$ cat config.mk
export PLATFORM = sky130hd
export DESIGN_NAME = smpwm_bridge
export DESIGN_NICKNAME = d
export VERILOG_FILES = /design/src/rtl/anspwm_pkg.sv /design/src/rtl/pwm_period_cnt.sv /design/src/rtl/smpwm_bridge.sv
export SDC_FILE = /design/constraint.sdc
export NUM_CORES = 1
export LEC_CHECK = 0
export CAP_MARGIN = 20
export CORE_MARGIN = 1
export CORE_UTILIZATION = 55
export CTS_BUF_LIST = sky130_fd_sc_hd__clkbuf_4
export DETAILED_ROUTE_END_ITERATION = 8
export HOLD_SLACK_MARGIN = 0.05
export PLACE_DENSITY = 0.79
export RECOVER_POWER = 25
export SKIP_CTS_REPAIR_TIMING = 1
export SLEW_MARGIN = 20
export SYNTH_ARGS = -nofsm -noshare
export SYNTH_HDL_FRONTEND = slang
export SYNTH_HIERARCHICAL = 1
export SYNTH_SLANG_ARGS = --single-unit
$ cat constraint.sdc
create_clock -name clk -period 4.76 [get_ports clk]
set_clock_uncertainty 0.2 [all_clocks]
set_input_delay 0.952 -clock clk [delete_from_list [all_inputs] [get_ports clk]]
set_output_delay 0.952 -clock clk [all_outputs]
set_load 0.1 [all_outputs]
$ cat src/rtl/anspwm_pkg.sv
// Shared types for the sign-magnitude PWM path: FSM states, drive directions
// and the sign-magnitude sample record used by the delayed-difference stage.
package anspwm_pkg;

  localparam int SM_WIDTH = 16;

  typedef enum logic [2:0] {IDLE, DEAD, DRIVE_P, DRIVE_N, OFF} pwm_state_t;

  typedef enum logic [1:0] {NONE, POS, NEG} pwm_dir_t;

  typedef struct packed {
    logic                sign;
    logic [SM_WIDTH-1:0] mag;
  } sm_sample_t;

  // A zero duty has no direction, whatever its sign bit says.
  function automatic pwm_dir_t dir_of(input logic sign, input logic nonzero);
    if (!nonzero) return NONE;
    return sign ? NEG : POS;
  endfunction

endpackage

$ cat src/rtl/pwm_period_cnt.sv
// Free-running PWM period counter; boundary marks the clock where cnt is zero.
module pwm_period_cnt #(
  parameter int PB = 10
) (
  input  logic          clk,
  input  logic          rst_n,
  output logic [PB-1:0] cnt,
  output logic          boundary
);

  always_ff @(posedge clk or negedge rst_n) begin
    if (!rst_n) cnt <= '0;
    else        cnt <= cnt + 1'b1;
  end

  assign boundary = (cnt == '0);

endmodule

$ cat src/rtl/smpwm_bridge.sv
// Sign-magnitude sample to H-bridge PWM pair, with one-sample buffering,
// dead-time on direction reversal and sticky underrun reporting.
module smpwm_bridge
  import anspwm_pkg::*;
#(
  parameter int WIDTH    = 16,
  parameter int PB       = 10,
  parameter int DEADTIME = 4
) (
  input  logic             clk,
  input  logic             rst_n,
  input  logic [WIDTH-1:0] in_mag,
  input  logic             in_sign,
  input  logic             in_valid,
  output logic             in_ready,
  output logic             pwm_p,
  output logic             pwm_n,
  output logic             period_start,
  output logic             underrun
);

  logic [PB-1:0] cnt;
  logic          boundary;
  logic          accept;
  logic          hold_full, hold_sign, act_sign, src_sign;
  logic [PB-1:0] hold_duty, act_duty, src_duty, eff_duty;
  pwm_dir_t      src_dir, act_dir, last_dir;
  pwm_state_t    state, state_eff;
  logic          unused_mag_lsbs;

  pwm_period_cnt #(.PB(PB)) u_cnt (
    .clk      (clk),
    .rst_n    (rst_n),
    .cnt      (cnt),
    .boundary (boundary)
  );

  assign in_ready        = !hold_full;
  assign accept          = in_valid && in_ready;
  assign unused_mag_lsbs = ^in_mag[WIDTH-PB-1:0];

  // state_eff is the state that owns the current clock, so the boundary clock
  // already drives with the freshly loaded sample.
  always_comb begin
    src_sign  = hold_full ? hold_sign : act_sign;
    src_duty  = hold_full ? hold_duty : act_duty;
    src_dir   = dir_of(src_sign, |src_duty);
    act_dir   = dir_of(act_sign, |act_duty);
    state_eff = state;
    eff_duty  = act_duty;
    if (boundary) begin
      eff_duty = src_duty;
      if (state == IDLE && !hold_full)                 state_eff = IDLE;
      else if (src_dir == NONE)                        state_eff = OFF;
      else if (last_dir != NONE && last_dir != src_dir) state_eff = DEAD;
      else                                             state_eff = (src_dir == NEG) ? DRIVE_N : DRIVE_P;
    end else if (state == DEAD && cnt == PB'(DEADTIME)) begin
      state_eff = (act_dir == NEG) ? DRIVE_N : DRIVE_P;
    end
  end

  always_ff @(posedge clk or negedge rst_n) begin
    if (!rst_n) begin
      state    <= IDLE;
      last_dir <= NONE;
    end else begin
      state <= state_eff;
      if (state_eff == DRIVE_P)      last_dir <= POS;
      else if (state_eff == DRIVE_N) last_dir <= NEG;
    end
  end

  // A same-clock accept wins over the boundary clear, keeping the hold full.
  always_ff @(posedge clk or negedge rst_n) begin
    if (!rst_n) begin
      hold_full <= 1'b0;
      hold_sign <= 1'b0;
      hold_duty <= '0;
      act_sign  <= 1'b0;
      act_duty  <= '0;
      underrun  <= 1'b0;
    end else begin
      if (boundary && hold_full) begin
        act_sign <= hold_sign;
        act_duty <= hold_duty;
      end
      if (boundary && !hold_full && state != IDLE) underrun <= 1'b1;
      if (accept) begin
        hold_full <= 1'b1;
        hold_sign <= in_sign;
        hold_duty <= in_mag[WIDTH-1 -: PB];
      end else if (boundary) begin
        hold_full <= 1'b0;
      end
    end
  end

  always_ff @(posedge clk or negedge rst_n) begin
    if (!rst_n) begin
      pwm_p        <= 1'b0;
      pwm_n        <= 1'b0;
      period_start <= 1'b0;
    end else begin
      pwm_p        <= (state_eff == DRIVE_P) && (cnt < eff_duty);
      pwm_n        <= (state_eff == DRIVE_N) && (cnt < eff_duty);
      period_start <= boundary;
    end
  end

  a_no_shoot_through: assert property (@(posedge clk) disable iff (!rst_n) !(pwm_p && pwm_n));

endmodule
==> impl_metrics.py, run 1 <==
# Synthesis and PnR figures
metrics = {
    "synth": {
        "ys_top_cells_by_count": "42 x sky130_fd_sc_hd__dfrtp_1, 22 x sky130_fd_sc_hd__mux2_2, 17 x sky130_fd_sc_hd__inv_1",
        "netlist.area_leader.share_pct": 52.2,
        "syn-instance-count": 165,
        "dominantRegCellSynth": "sky130_fd_sc_hd__dfrtp_1",
        "yosys-stat-cells": 165,
        "synth-area-yosys_sq_um": 2010,
        "yosysSeqAreaShare_pct": 52.2,
        "net_count_synth": 196,
        "post_synth_instance_area_sq_um": 2010,
        "synth_cell_types": 39,
        "top_post_synthesis_cells_by_area": "sky130_fd_sc_hd__dfrtp_1 52%, sky130_fd_sc_hd__mux2_2 12%, sky130_fd_sc_hd__ha_1 6.8%, sky130_fd_sc_hd__inv_1 3.2%, sky130_fd_sc_hd__xnor2_1 1.7%",
        "yosysMostFrequentCell": "sky130_fd_sc_hd__dfrtp_1",
        "synth_top_cell_by_area": "sky130_fd_sc_hd__dfrtp_1",
        "avgSynthCellArea_sq_um": 12.2,
        "synthArstFlopShare_pct": 100,
    },
    "final_timing": {
        "final_count_of_pins_violating_max_slew": 43,
        "fmaxAchievable_ghz": 0.282,
        "worst_slew_margin_rel_pct": -44.5,
        "rsz0062_at_grt": "false",
        "layout_worst_path_cycle_share_pct": 74.5,
        "setup_total_negative_slack_ns": 0,
        "setup_ws_ns": 1.21,
        "worst_slew_pin_slew_ns": 2.17,
        "finalWorstPathRequiredPeriod_ns": 3.55,
        "worst_hold_slack_ns": 0.284,
    },
    "flow_run": {
        "max-cap-violations": 1,
        "stage_log_warnings": 33,
    },
    "critical_path": {
        "setup.worst_path.class": "flip-flop to flip-flop",
        "worst-r2r-cell-count": 11,
        "rrSetupSlack_ns": 1.21,
        "path_max_fanout": 10,
        "end_kind": "flip-flop",
        "critPathTopFamily": "simple AND/OR/NAND/NOR gates",
        "timing.critical_path.cells": "nor4_1 > and4_1 > nand2_1 > mux2_2 > inv_1 > ha_1 > a211o_1 > a21oi_1 > o21ai_0 > a221o_1 > and3b_1",
        "arrival_ns": 3.64,
        "worst_path_max_delay_cell": "sky130_fd_sc_hd__dfrtp_1",
        "timing.critical_path.required_ns": 4.85,
        "crit_cells": 11,
        "worstReg2RegStart": "u_cnt/cnt[6]",
    },
    "floorplanning": {
        "chipArea_sq_um": 3910,
        "floorplan.initialDensity_pct": 59.0,
        "fp.coreArea_sq_um": 3420,
        "fp.dieH_um": 62.5,
        "io-pin-count": 25,
        "fp.dieW_um": 62.5,
    },
    "finish": {
        "final_common_cell": "sky130_fd_sc_hd__dfrtp_1",
        "drive_above_1_share_pct": 17.6,
        "antenna_cells": 0,
        "final_cell_mix": "42 x sky130_fd_sc_hd__dfrtp_1, 22 x sky130_fd_sc_hd__mux2_2, 17 x sky130_fd_sc_hd__inv_1, 17 x sky130_fd_sc_hd__clkdlybuf4s50_1, 11 x sky130_fd_sc_hd__ha_1",
        "finalNonFillerCells": 234,
        "finish.utilization_pct": 67.1,
    },
    "power": {
        "powerDensity_nw_per_um2": 346,
        "total_power_w": 0.000792,
        "vdd_ir_drop_max_uv": 279,
    },
    "routing": {
        "ant_nets": 0,
        "route.final.wire_length_um": 3650,
        "post_drt_wl_per_cell_um": 15.6,
        "firstDrtPassIters": 4,
        "vias": 1322,
        "viasPerCell": 5.65,
        "drcViolationCount": 0,
    },
    "status": {
        "failed_checks": "capacitance limit, slew limit",
        "run_status": "finished with violations",
    },
    "clocking": {
        "master_cell_of_the_clock_root_buffer": "sky130_fd_sc_hd__clkbuf_4",
        "cts_tree": "yes",
        "worst_setup_hold_path_clk_slew_ns": 0.12,
        "cts.path.max_buffers": 2,
        "cts-buffers-inserted": 5,
    },
    "placed_design": {
        "dpl_cell_area_sq_um": 2230,
        "port_buffers": 18,
        "finalWeightedCongestion": 0.762,
        "placed_cells": 227,
    },
    "worst_hold_path": {
        "holdCritStartpoint": "underrun",
        "worst_hold_path.num_cells": 1,
        "hp-class": "flip-flop to flip-flop",
    },
    "global_route": {
        "track_usage_pct": 22.1,
        "grt_start_max_net_pins": 43,
        "antenna_found_initial": 0,
        "gr-total-overflow": 0,
        "global_route_wire_length_before_repair_um": 6660,
        "first_global_vias": 1419,
    },
}
-- run 1: path summary, 6_finish.rpt --
check,end
max in group asynchronous,pwm_n
max reg2reg,pwm_n
max,pwm_n
min,underrun
min in group asynchronous,hold_duty[1]
min reg2reg,underrun
-- run 1: layer usage --
layer / GRT usage, % / vias to the layer above / share of wire, %
li1: - / 638 / -
met1: 28.8 / 654 / 46
met2: 36.1 / 24 / 49
met3: 5.47 / 6 / 3.2
met4: 6.98 / 0 / 1.3
met5: 0 / - / 0
-- run 1: cells by family (layout without fill, tap and decap cells) --
kind of cell | count (synthesis) | in the layout | share of synthesized area [%]
adder cells (fa/ha/maj) | 11 | 11 | 6.83
AND-OR/OR-AND | 21 | 21 | 7.64
multiplexers | 25 | 25 | 14.0
flip-flops | 42 | 42 | 52.2
XOR/XNOR | 8 | 8 | 3.48
buffers and inverters | 19 | 42 | 3.91
AND/OR/NAND/NOR | 39 | 39 | 11.9
-- run 1: layout make-up --
cell class	instances	area (sq um)	share of cell area, %
multi-input combinational	104	873	38.1
timing repair buffer	18	174	7.59
inverter	17	63.8	2.79
sequential	42	1050	45.9
clock inverter	2	33.8	1.47
tap	46	57.6	2.51
clock buffer	5	37.5	1.64
-- run 1: power breakdown --
group | internal (W) | switching [W] | total [W] | leakage, nW
Combinational | 0.0000698 | 0.0000514 | 0.000121 | 0.500
Sequential | 0.000408 | 0.0000459 | 0.000454 | 0.529
Clock | 0.000106 | 0.000111 | 0.000217 | 0.0387
-- run 1: registers in the layout (all words and copies together), names as in the netlist, 2 cells and up --
signal,cells
hold_duty,10
last_dir,2
act_duty,10
state,3
u_cnt/cnt,10
Run 1, clock nets:
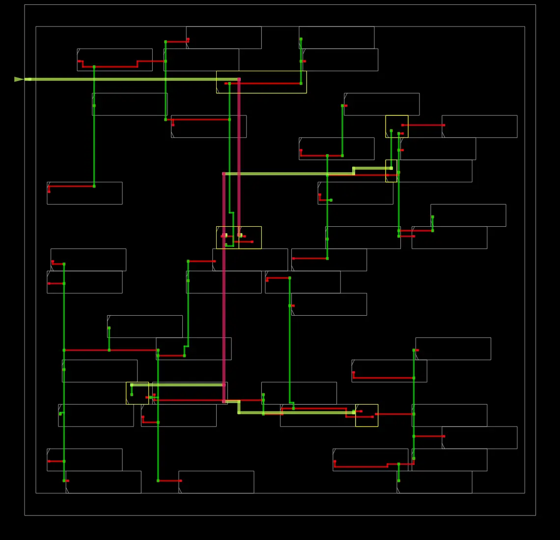
sequential cell count: 42
count of clock buffers in the final design: 5
# clock sinks: 42

Run 1, clock distribution:
Scale bar: 20 um.
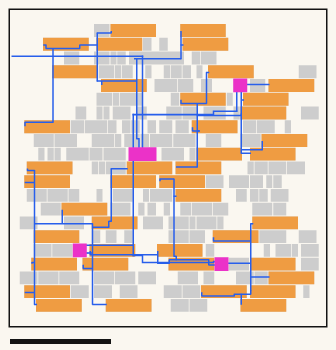
Magenta marks clock drivers, count 5. Blue marks clock wires, length 475 um. Orange marks flip-flops, count 42.
There are 6 routed clock nets. Position of the flops: all over the die.
Clk network pwr share: 27.4%
worst-skew pair later-pin latency: 0.35 ns
power of the clock network: 0.000217 W

Run 1, drive-strength map:
Scale bar: 20 um.
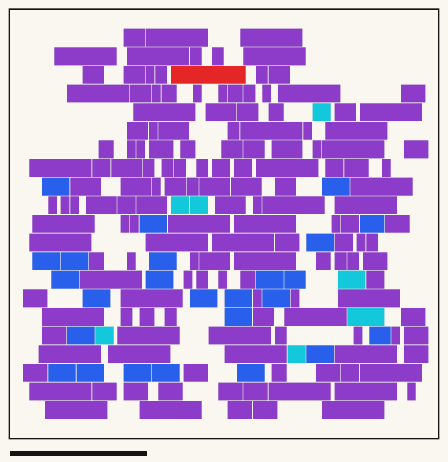
Purple marks _0 and _1 cells, cells 155, most used dfrtp_1. Blue marks _2 cells, cells 25, most used mux2_2. Cyan marks _3 and _4 cells, cells 7, most used clkbuf_4. Red marks _6 and larger, cells 1, most used bufinv_16.

Run 1, a small window of the routed layout:
Window x 32 to 62, y 1 to 31 um. Cells in grey, sequential cells in the stronger grey; small squares are vias.
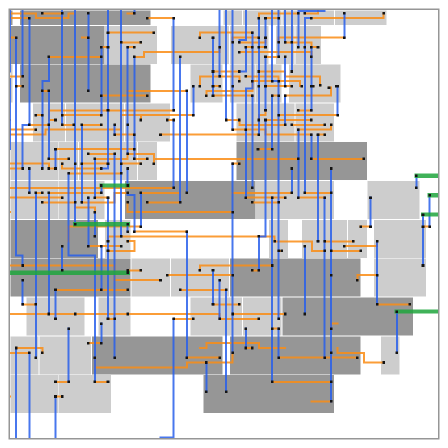
Orange marks metal 1. Blue marks metal 2. Green marks metal 3.
Most frequent: dfrtp_1 (11), clkdlybuf4s50_1 (8), mux2_2 (7). Sequential cells in the window: 11. 50 logic cells have their middle in the window. Netlist names of flops here include hold_duty (3), act_duty (2).

Run 1, sequential cells coloured by netlist name:
Scale bar: 20 um. Other sequential cells in the stronger grey, the rest of the logic in the fainter grey.
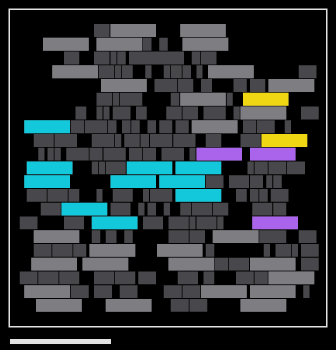

==> run 2, diff against run 1 <==
Settings changed: CORE_UTILIZATION 55 to 51, PLACE_DENSITY 0.79 to 0.77.
Clock period 4.76 ns to 2.9 ns, I/O delays scaled along.
Run 2, sequential cells coloured by netlist name:
Scale bar: 20 um. Other sequential cells in the stronger grey, the rest of the logic in the fainter grey.
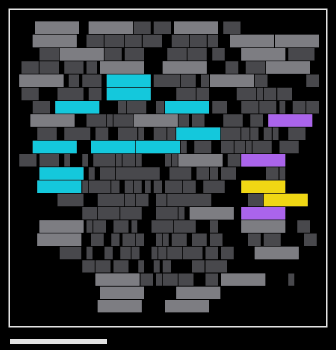
Cyan marks act_duty, placed flops 10. Yellow marks last_dir, placed flops 2. Purple marks state, placed flops 3.

==> impl_metrics.py, run 2 <==
# Synthesis and PnR figures
metrics = {
    "finish": {
        "finalNonFillerCells": 253,
        "final_common_cell": "sky130_fd_sc_hd__dfrtp_1",
        "layout_multi_input_combinational_cell_count": 104,
        "final_cell_mix": "42 x sky130_fd_sc_hd__dfrtp_1, 18 x sky130_fd_sc_hd__mux2_2, 18 x sky130_fd_sc_hd__buf_4",
        "multiInputGateArea_sq_um": 938,
        "signal_buffers": 34,
        "antenna_cells": 0,
        "flops": 42,
        "seqAreaFraction_pct": 42.8,
        "postLayoutCellArea_sq_um": 2460,
        "finish.utilization_pct": 66.1,
        "comb_area_share_pct": 38.2,
        "syn2layout_area_growth_pct": 22.0,
        "fill_cells": 297,
        "nonClkBufAreaFrac_pct": 11.6,
        "inverters": 17,
        "fin_nets": 235,
        "biggestCellCategory": "registers",
        "regArea_sq_um": 1050,
        "clk_share_pct": 2.39,
        "drive_above_1_share_pct": 31.7,
        "clock_buffer_count": 6,
        "layout_top_registers": "act_duty: 10 flops, hold_duty: 10 flops, u_cnt/cnt: 10 flops",
    },
    "clocking": {
        "cts_tree": "yes",
        "clock-sinks": 42,
        "cts-htree-levels": 2,
        "cts.path.max_buffers": 2,
        "worst_setup_hold_path_clk_slew_ns": 0.11,
        "cts-buffers-inserted": 5,
        "master_cell_of_the_clock_root_buffer": "sky130_fd_sc_hd__clkbuf_4",
    },
    "routing": {
        "viasPerCell": 5.42,
        "route.final.wire_length_um": 4020,
        "first_iter_violations": 70,
        "detailroute.wirelength.met3_um": 157,
        "ant_nets": 0,
        "met2_length_um": 2060,
        "drcViolationCount": 0,
        "route.top_layer_used": "met4",
        "vias": 1370,
        "post_drt_wl_per_cell_um": 15.9,
        "firstDrtPassIters": 4,
        "m1WireLength_um": 1750,
    },
    "placed_design": {
        "placed_cells": 244,
        "post_placement_setup_slack_ns": -0.0439,
        "port_buffers": 18,
        "hpwlAfterDp_um": 2950,
        "dpl_cell_area_sq_um": 2340,
        "finalWeightedCongestion": 0.804,
    },
    "worst_hold_path": {
        "holdCritStartpoint": "u_cnt/cnt[0]",
        "hp-class": "flip-flop to flip-flop",
        "worst_hold_path.num_cells": 1,
    },
    "synth": {
        "ys_top_cells_by_count": "42 x sky130_fd_sc_hd__dfrtp_1, 22 x sky130_fd_sc_hd__mux2_2, 17 x sky130_fd_sc_hd__inv_1",
        "dominantRegCellSynth": "sky130_fd_sc_hd__dfrtp_1",
        "top_post_synthesis_cells_by_area": "sky130_fd_sc_hd__dfrtp_1 52%, sky130_fd_sc_hd__mux2_2 12%, sky130_fd_sc_hd__ha_1 6.8%, sky130_fd_sc_hd__inv_1 3.2%, sky130_fd_sc_hd__xnor2_1 1.7%",
        "netlist.area_leader.share_pct": 52.2,
        "yosysMostFrequentCell": "sky130_fd_sc_hd__dfrtp_1",
        "avgSynthCellArea_sq_um": 12.2,
        "synth_top_cell_by_area": "sky130_fd_sc_hd__dfrtp_1",
        "synth.ff_latch_count": 42,
        "yosys-stat-cells": 165,
        "synth-area-yosys_sq_um": 2010,
        "synth_cell_types": 39,
        "post_synth_instance_area_sq_um": 2010,
        "number_of_flops_mapped_to_enable_cells_by_yosys": 0,
        "syn-instance-count": 165,
        "ys.warnings.count": 6,
        "synthArstFlopShare_pct": 100,
        "yosysSeqAreaShare_pct": 52.2,
        "net_count_synth": 196,
    },
    "global_route": {
        "grt_start_max_net_pins": 43,
        "use_met3_pct": 7.04,
        "global_route.usage.met2_pct": 34.0,
        "gr-total-overflow": 0,
        "first_global_vias": 1420,
        "globalRouteMet1Util_pct": 25.4,
        "track_usage_pct": 20.9,
        "grt-busiest-layer": "met2",
        "global_route_wire_length_before_repair_um": 6470,
        "antenna_found_initial": 0,
    },
    "final_timing": {
        "report.final.setup_viol": 0,
        "worst_slew_pin_slew_ns": 2.18,
        "finalWorstPathRequiredPeriod_ns": 2.87,
        "final_count_of_pins_violating_max_slew": 43,
        "rsz0062_at_grt": "true",
        "fmaxAchievable_ghz": 0.349,
        "layout_worst_path_cycle_share_pct": 98.8,
        "setup_total_negative_slack_ns": 0,
        "worst_slew_margin_rel_pct": -45.2,
        "setup_ws_ns": 0.0349,
        "hold_viol_final": 0,
        "worst_hold_slack_ns": 0.241,
    },
    "floorplanning": {
        "rows": 22,
        "chipArea_sq_um": 4200,
        "fp.coreArea_sq_um": 3720,
        "floorplan.initialDensity_pct": 54.2,
        "fp.dieW_um": 64.8,
        "fp.dieH_um": 64.8,
        "n_taps": 48,
        "io-pin-count": 25,
    },
    "critical_path": {
        "worst_setup_path_start_kind": "flip-flop",
        "worstReg2RegStart": "u_cnt/cnt[5]",
        "arrival_ns": 2.96,
        "timing.critical_path.required_ns": 2.99,
        "worstSetupStartpoint": "u_cnt/cnt[5]",
        "end_kind": "flip-flop",
        "path_max_fanout": 3,
        "worst-r2r-cell-count": 11,
        "setup.worst_path.class": "flip-flop to flip-flop",
    },
    "status": {
        "failed_checks": "capacitance limit, slew limit",
        "run_status": "finished with violations",
    },
    "power": {
        "powerDensity_nw_per_um2": 508,
        "power_leakage_nw": 1.17,
        "total_power_w": 0.00125,
        "vdd_ir_drop_max_uv": 410,
    },
    "flow_run": {
        "stage_log_warnings": 34,
        "max-cap-violations": 1,
    },
}
Run 2, clock distribution:
Scale bar: 20 um.
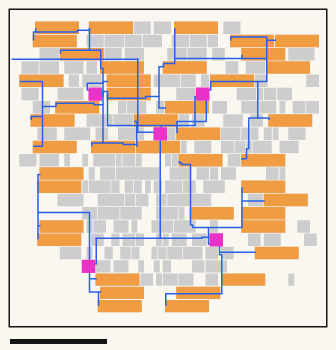
Blue marks clock wires, length 488 um. Magenta marks clock drivers, count 5. Orange marks flip-flops, count 42.
Position of the flops: all over the die.
worst-skew pair later-pin latency: 0.37 ns
power of the clock network: 0.000298 W
Clk network pwr share: 23.9%

==> run 2: cell types whose count changed in the layout (fill, tap and decap cells not counted), sizes merged <==
cell,previous run,this run
bufinv,1,0
clkinv,1,2
buf,0,20
clkbuf,6,8
clkdlybuf4s50,17,12
==> run 2: worst paths after layout <==
| kind | slack, ns | end |
|---|---|---|
| setup / recovery | 0.03 | pwm_n |
| max in group asynchronous | 0.60 | u_cnt/cnt[1] |
| hold / removal | 0.24 | u_cnt/cnt[0] |
| hold reg to reg | 0.24 | u_cnt/cnt[0] |
| setup reg to reg | 0.03 | pwm_n |
| min in group asynchronous | 0.64 | state[1] |
==> run 2: kinds of logic (layout without fill, tap and decap cells) <==
family	count (synthesis)	in the layout	synth area share, %
buf+inv	19	59	3.91
simple gates	39	39	11.9
flops	42	42	52.2
fa+ha+maj	11	11	6.83
mux	25	25	14.0
xor+xnor	8	8	3.48
compound gates	21	21	7.64
==> run 2: critical path: stages (launching register included) <==
cell	delay (ns)
sky130_fd_sc_hd__dfrtp_1	0.41
sky130_fd_sc_hd__nor4_2	0.27
sky130_fd_sc_hd__and4_4	0.28
sky130_fd_sc_hd__nand2_4	0.07
sky130_fd_sc_hd__mux2_4	0.31
sky130_fd_sc_hd__inv_2	0.07
sky130_fd_sc_hd__ha_4	0.19
sky130_fd_sc_hd__a211o_1	0.25
sky130_fd_sc_hd__a21oi_1	0.11
sky130_fd_sc_hd__o21ai_1	0.08
sky130_fd_sc_hd__a221o_1	0.35
sky130_fd_sc_hd__and3b_1	0.22
==> run 2: report_power, final <==
group	internal [W]	leakage, nW	switching, W
combinational	0.000121	0.608	0.0000930
clock	0.000105	0.0356	0.000193
sequential	0.000670	0.529	0.0000672
Run 2, clock nets:
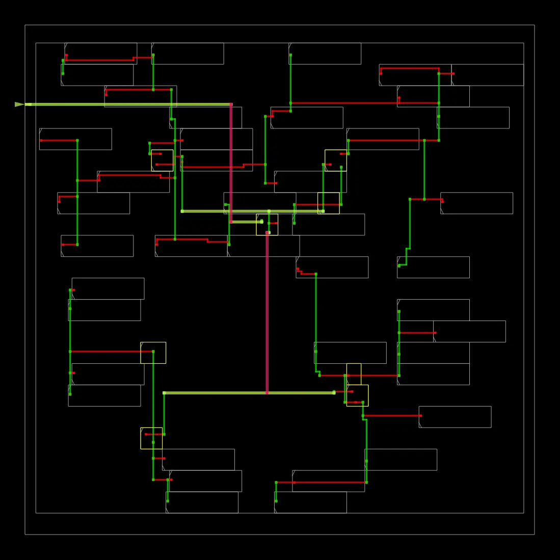

==> run 3, diff against run 2 <==
Settings changed: SETUP_SLACK_MARGIN from default to 0.1.
Run 3, clock nets:
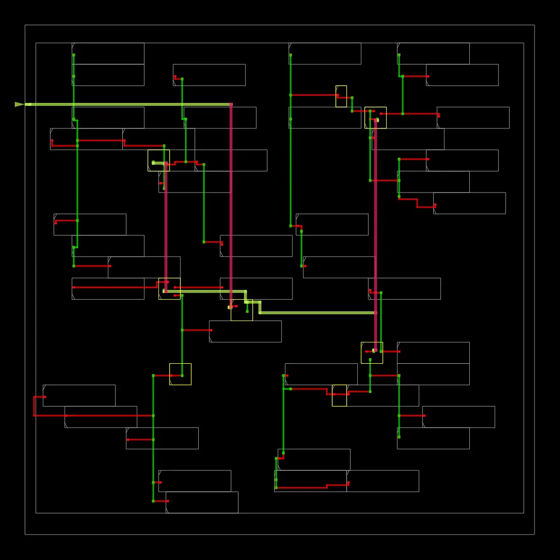
power of the clock network: 0.000277 W
worst-skew pair later-pin latency: 0.35 ns
clock buffer count from CTS: 5

Run 3, clock distribution:
Scale bar: 20 um.
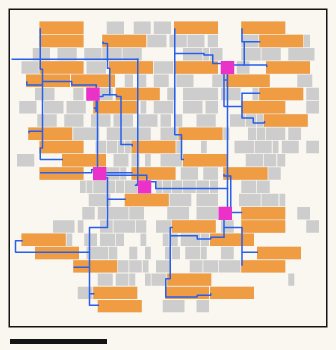
Magenta marks clock drivers, count 5. Orange marks flip-flops, count 42. Blue marks clock wires, length 456 um.
Position of the flops: all over the die.
Clk network pwr share: 22.6%

==> impl_metrics.py, run 3 <==
# Synthesis and PnR figures
metrics = {
    "status": {
        "run_status": "finished with violations",
        "failed_checks": "capacitance limit, slew limit, setup timing",
    },
    "power": {
        "seq_power_share_pct": 60.2,
        "p_int_w": 0.000880,
        "power_leakage_nw": 1.15,
        "p_sw_share_pct": 28.3,
        "powerDensity_nw_per_um2": 504,
        "total_power_w": 0.00123,
        "vdd_ir_drop_max_uv": 374,
        "net-switching-power_w": 0.000348,
        "power_frac_comb_pct": 17.3,
    },
    "final_timing": {
        "finalWorstPathRequiredPeriod_ns": 3.00,
        "hold_viol_final": 0,
        "worst_slew_pin_slew_ns": 2.20,
        "setup_ws_ns": -0.0956,
        "layout_worst_path_cycle_share_pct": 103,
        "final_count_of_pins_violating_max_slew": 43,
        "report.final.setup_viol": 2,
        "rsz0062_at_grt": "true",
        "worst_slew_margin_rel_pct": -47.0,
        "fmaxAchievable_ghz": 0.334,
        "setup_total_negative_slack_ns": -0.137,
        "worst_hold_slack_ns": 0.242,
    },
    "floorplanning": {
        "io-pin-count": 25,
        "n_taps": 48,
        "fp.dieH_um": 64.8,
        "rows": 22,
        "chipArea_sq_um": 4200,
        "floorplan.initialDensity_pct": 54.2,
        "fp.coreArea_sq_um": 3720,
        "fp.dieW_um": 64.8,
    },
    "synth": {
        "net_count_synth": 196,
        "netlist.area_leader.share_pct": 52.2,
        "top_post_synthesis_cells_by_area": "sky130_fd_sc_hd__dfrtp_1 52%, sky130_fd_sc_hd__mux2_2 12%, sky130_fd_sc_hd__ha_1 6.8%, sky130_fd_sc_hd__inv_1 3.2%, sky130_fd_sc_hd__xnor2_1 1.7%",
        "yosysSeqAreaShare_pct": 52.2,
        "ys_top_cells_by_count": "42 x sky130_fd_sc_hd__dfrtp_1, 22 x sky130_fd_sc_hd__mux2_2, 17 x sky130_fd_sc_hd__inv_1",
        "synth_cell_types": 39,
        "dominantRegCellSynth": "sky130_fd_sc_hd__dfrtp_1",
        "yosysMostFrequentCell": "sky130_fd_sc_hd__dfrtp_1",
        "synth_top_cell_by_area": "sky130_fd_sc_hd__dfrtp_1",
        "post_synth_instance_area_sq_um": 2010,
        "synth.ff_latch_count": 42,
        "syn-instance-count": 165,
        "number_of_flops_mapped_to_enable_cells_by_yosys": 0,
        "synth-area-yosys_sq_um": 2010,
        "ys.warnings.count": 6,
        "yosys-stat-cells": 165,
        "synthArstFlopShare_pct": 100,
        "avgSynthCellArea_sq_um": 12.2,
    },
    "finish": {
        "inverters": 17,
        "clock_buffer_count": 5,
        "finish.utilization_pct": 65.5,
        "signal_buffers": 33,
        "layout_top_registers": "act_duty: 10 flops, hold_duty: 10 flops, u_cnt/cnt: 10 flops",
        "final_cell_mix": "42 x sky130_fd_sc_hd__dfrtp_1, 21 x sky130_fd_sc_hd__mux2_2, 18 x sky130_fd_sc_hd__buf_4",
        "clk_share_pct": 2.21,
        "comb_area_share_pct": 38.2,
        "nonClkBufAreaFrac_pct": 11.3,
        "biggestCellCategory": "registers",
        "seqAreaFraction_pct": 43.2,
        "syn2layout_area_growth_pct": 20.9,
        "drive_above_1_share_pct": 29.9,
        "multiInputGateArea_sq_um": 930,
        "final_common_cell": "sky130_fd_sc_hd__dfrtp_1",
        "layout_multi_input_combinational_cell_count": 104,
        "flops": 42,
        "antenna_cells": 0,
        "fin_nets": 234,
        "finalNonFillerCells": 252,
        "fill_cells": 282,
        "regArea_sq_um": 1050,
        "postLayoutCellArea_sq_um": 2430,
    },
    "worst_hold_path": {
        "worstHoldEndpoint": "u_cnt/cnt[0]",
        "hp-class": "flip-flop to flip-flop",
        "worst_hold_path.num_cells": 1,
        "holdCritStartpoint": "u_cnt/cnt[0]",
    },
    "routing": {
        "ant_nets": 0,
        "vias": 1417,
        "firstDrtPassIters": 4,
        "post_drt_wl_per_cell_um": 15.4,
        "route.final.wire_length_um": 3890,
        "first_iter_violations": 73,
        "viasPerCell": 5.62,
        "drcViolationCount": 0,
    },
    "critical_path": {
        "arrival_ns": 3.09,
        "path_max_fanout": 5,
        "worstReg2RegStart": "u_cnt/cnt[6]",
        "setup.worst_path.class": "flip-flop to flip-flop",
        "timing.critical_path.required_ns": 2.99,
        "end_kind": "flip-flop",
        "timing.critical_path.cells": "nor4_2 > and4_4 > nand2_8 > mux2_4 > inv_4 > ha_4 > a211o_1 > a21oi_2 > o21ai_1 > a221o_1 > and3b_1",
        "worst_setup_path_start_kind": "flip-flop",
        "worst_path_max_delay_cell": "sky130_fd_sc_hd__dfrtp_1",
        "cp_slowest_stage_delay_ns": 0.41,
        "worst-r2r-cell-count": 11,
        "rrSetupSlack_ns": -0.1,
        "r2r-end": "pwm_n",
    },
    "placed_design": {
        "post_placement_setup_slack_ns": -0.0277,
        "placed_cells": 243,
        "finalWeightedCongestion": 0.784,
        "dpl_cell_area_sq_um": 2350,
        "port_buffers": 18,
        "hpwlAfterDp_um": 2960,
    },
    "global_route": {
        "first_global_vias": 1457,
        "global_route_wire_length_before_repair_um": 6600,
        "track_usage_pct": 21.0,
        "grt_start_max_net_pins": 43,
        "antenna_found_initial": 0,
        "gr-total-overflow": 0,
    },
    "clocking": {
        "clock-sinks": 42,
        "cts-htree-levels": 2,
        "worst_setup_hold_path_clk_slew_ns": 0.11,
        "cts_tree": "yes",
        "cts.path.max_buffers": 2,
        "master_cell_of_the_clock_root_buffer": "sky130_fd_sc_hd__clkbuf_4",
    },
    "flow_run": {
        "max-cap-violations": 1,
        "stage_log_warnings": 35,
    },
}
run 3: cell types whose count changed in the layout (fill, tap and decap cells not counted), moves of 2 or more:
cell and delta:
sky130_fd_sc_hd__inv_1 +2, sky130_fd_sc_hd__mux2_4 -3, sky130_fd_sc_hd__mux2_2 +3, sky130_fd_sc_hd__inv_2 -3, sky130_fd_sc_hd__ha_1 +2
run 3: metal layers:
layer	vias up	part of all wire (%)	global-route usage, %
met4	0	2.4	8.89
met2	38	50	35.3
met1	698	45	26.2
li1	668	-	-
met5	-	0	0
met3	13	3.1	4.23
run 3: worst max-delay path, delay by kind of cell (launching register included):
family	cells	cell delay [ns]
simple gates	4	0.88
buf+inv	1	0.06
mux	1	0.32
flops	1	0.41
compound gates	4	0.88
fa+ha+maj	1	0.19
run 3: logic make-up after synthesis:
group | synth area share, %
compound gates | 7.64
xor+xnor | 3.48
flops | 52.2
mux | 14.0
simple gates | 11.9
fa+ha+maj | 6.83
buf+inv | 3.91
run 3: power groups by stage:
stage / Combinational [W] / Clock (W) / Sequential, W
2_1_floorplan: 0.000151 / 0 / 0.000730
3_3_place_gp: 0.000200 / 0 / 0.000750
3_5_place_dp: 0.000211 / 0 / 0.000752
4_1_cts: 0.000212 / 0.000289 / 0.000741
5_1_grt: 0.000236 / 0.000306 / 0.000753
6_report: 0.000212 / 0.000277 / 0.000739
run 3: worst max-delay path by stage:
stage          cells after the start    end          from
3_3_place_gp                      11  pwm_n  u_cnt/cnt[9]
2_1_floorplan                     11  pwm_n  u_cnt/cnt[9]
4_1_cts                           12  pwm_n  u_cnt/cnt[9]
3_5_place_dp                      12  pwm_n  u_cnt/cnt[9]
6_report                          11  pwm_n  u_cnt/cnt[6]
5_1_grt                           11  pwm_n  u_cnt/cnt[6]
Power is estimated from default activity; no workload was simulated.
